[src/rtl/seq_detect_param.sv]
// Serial bit-pattern detector with a run-time loadable pattern, selectable overlap mode,
// a same-cycle match flag, a registered match flag and a saturating match counter.
module seq_detect_param #(
  parameter int unsigned                PAT_WIDTH = 4,
  parameter logic [PAT_WIDTH-1:0]       PAT_RESET = PAT_WIDTH'(4'b1101),
  parameter int unsigned                CNT_WIDTH = 8
) (
  input  logic                 clk,
  input  logic                 n_rst,
  input  logic                 data_in,
  input  logic                 data_valid,
  input  logic [PAT_WIDTH-1:0] pattern,
  input  logic                 pattern_load,
  input  logic                 overlap,
  input  logic                 count_clear,
  output logic                 match,
  output logic                 match_q,
  output logic [CNT_WIDTH-1:0] match_count
);

  localparam int unsigned HIST_W = PAT_WIDTH - 1;
  localparam int unsigned FILL_W = $clog2(PAT_WIDTH);
  localparam logic [FILL_W-1:0] FILL_MAX = FILL_W'(HIST_W);

  logic [PAT_WIDTH-1:0] pat_r, pat_n;
  logic [HIST_W-1:0]    hist, hist_n;
  logic [FILL_W-1:0]    fill, fill_n;
  logic [CNT_WIDTH-1:0] cnt_n;
  logic                 hit;

  // State register
  always_ff @(posedge clk or negedge n_rst) begin
    if (!n_rst) begin
      pat_r       <= PAT_RESET;
      hist        <= '0;
      fill        <= '0;
      match_q     <= 1'b0;
      match_count <= '0;
    end else begin
      pat_r       <= pat_n;
      hist        <= hist_n;
      fill        <= fill_n;
      match_q     <= hit;
      match_count <= cnt_n;
    end
  end

  // Match evaluation, history shift and counter update
  always_comb begin
    pat_n  = pat_r;
    hist_n = hist;
    fill_n = fill;
    cnt_n  = match_count;
    hit    = data_valid & ~pattern_load & (fill == FILL_MAX) & ({hist, data_in} == pat_r);

    if (pattern_load) begin
      pat_n  = pattern;
      hist_n = '0;
      fill_n = '0;
    end else if (data_valid) begin
      hist_n = HIST_W'({hist, data_in});
      // Non-overlap: bits of a completed match may not seed the next one
      if (hit && !overlap) begin
        fill_n = '0;
      end else if (fill != FILL_MAX) begin
        fill_n = fill + FILL_W'(1);
      end
    end

    if (count_clear) begin
      cnt_n = '0;
    end else if (hit && (match_count != {CNT_WIDTH{1'b1}})) begin
      cnt_n = match_count + CNT_WIDTH'(1);
    end
  end

  assign match = hit;

endmodule

[config.mk]
export PLATFORM = sky130hd
export DESIGN_NAME = seq_detect_param
export DESIGN_NICKNAME = d
export VERILOG_FILES = /design/src/rtl/seq_detect_param.sv
export SDC_FILE = /design/constraint.sdc
export NUM_CORES = 1
export LEC_CHECK = 0
export CAP_MARGIN = 20
export CORE_ASPECT_RATIO = 1.5
export CORE_MARGIN = 3
export CORE_UTILIZATION = 45
export DETAILED_ROUTE_END_ITERATION = 10
export PLACE_DENSITY = 0.7
export SYNTH_ARGS = -nofsm -noshare
export SYNTH_HDL_FRONTEND = slang
export SYNTH_SLANG_ARGS = --single-unit
[constraint.sdc]
create_clock -name clk -period 4.1 [get_ports clk]
set_clock_uncertainty 0.2 [all_clocks]
set_input_delay 1.025 -clock clk [delete_from_list [all_inputs] [get_ports clk]]
set_output_delay 1.025 -clock clk [all_outputs]
set_load 0.02 [all_outputs]
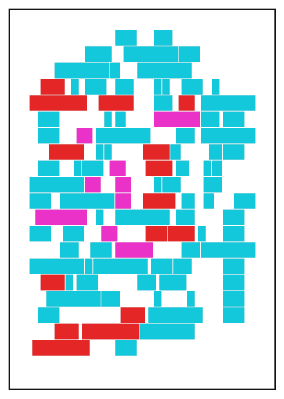
Figure 1: cells by drive strength.
Drawn at 6 px/um.
x2: shown in red, cells 15, most used mux2_2. x1 and smaller: shown in cyan, cells 79, most used clkdlybuf4s50_1. x3 and x4: shown in magenta, cells 9.

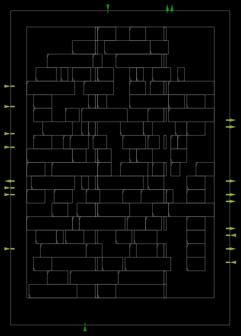
Figure 2: placed standard cells.
tap cells: 22
sequential cell area share: 36.9%
Finished Layout Cells: 125
Core Area: 0.00205 mm^2

==> results.toml <==
# generated from flow reports
[sta]
min_period_ns = 3.82
post-route-period-util_pct = 93.1
post-route-worst-setup-slack_ns = 0.284
fmax_ghz = 0.262
worst_slew_pin_slew_ns = 0.821
slew_viol_final = 0

[pwr]
switching_share_pct = 25.1
p_switching_uw = 83.7
pg_comb_uw = 48.2
p_comb_share_pct = 14.5
p_per_area_mw_per_mm2 = 271
power_uw = 334
leakagePower_uw = 0.000487
intPower_uw = 250
ir_drop_uv = 209
clock_power_share_pct = 27.9

[clock_network]
cts_tree = "yes"
postCtsHoldBufs = 0
clock_path_buffers = 2
cts_resized = 0
insertion_delay_ns = 0.29
htree_levels = 1
post_cts_buffers = 0
clockRootBuffer = "clkbuf_4"

[synth]
synthSimpleGateAreaFrac_pct = 24.7
xor_share_pct = 10.6
top_cell = "dfrtp_1"
synth_seq_share_pct = 46.4
edf_count = 0
top_area_cell = "dfrtp_1"
yosys_warnings = 0
synth_cell_types = 27
syn_area_um2 = 978
syn_inst = 80
synthArstFlopShare_pct = 100
synthTopCellsByCount = "15 x dfrtp_1, 14 x nor2_1, 10 x xnor2_1, 5 x mux2i_1, 4 x mux2_2"
synth-seq-cells = 18
top_cells_by_area = "dfrtp_1 38%, xnor2_1 9.0%, dfstp_2 8.1%"

[status]
status = "finished, final reports clean"

[layout]
comb.multi_input.count = 57
largest_reg_flops = 8
n_fill_cell = 175
fin_nets = 117
lay_top_count = "clkdlybuf4s50_1"
flop-count = 18
drive_gt1_share_pct = 23.3
diodes = 0
syn2layout_area_growth_pct = 25.7
buffers = 23
nClkBuffers = 4
reg.largest.list = "match_count x8, pat_r x4, hist x3"
clk_share_pct = 2.14
regMostFlops = "match_count"

[global_route]
grt_first_pass_wirelength_um = 2960
grt_max_degree = 19
met3_usage_pct = 1.71
antenna_found_initial = 0
track_usage_pct = 13.9
grt_overflow_total = 0
grt.busiest_layer = "met2"
grt_pass1_vias = 685
use_met2_pct = 24.6

[worst_hold_path]
hold_depth = 2
hold_path_class = "flip-flop to flip-flop"

[job]
cap_violations = 0

[worst_setup_path]
startpoint_type = "input pin"
cp.required_ns = 2.87
max_stage_delay_ns = 0.63
r2r_end = "match_count[5]"
reg2regPathDepth = 6
cp_top_family = "buffers and inverters"
critPathCapture = "match"
critPathArrivalTime_ns = 2.59
crit_start = "data_in"
cp_common_cell = "clkdlybuf4s50_1"

[route]
dr_wl_met2_um = 940
wl_per_cell_um = 14.1
vias_per_cell = 5.34
wl_met3_um = 76
vias = 668
first_pass_iters = 3
drc = 0

[place]
gp_congestion = 0.733
numPortBuffers = 20

[floorplanning]
initial_utilization_pct = 47.7
io_pins = 21
rows = 20
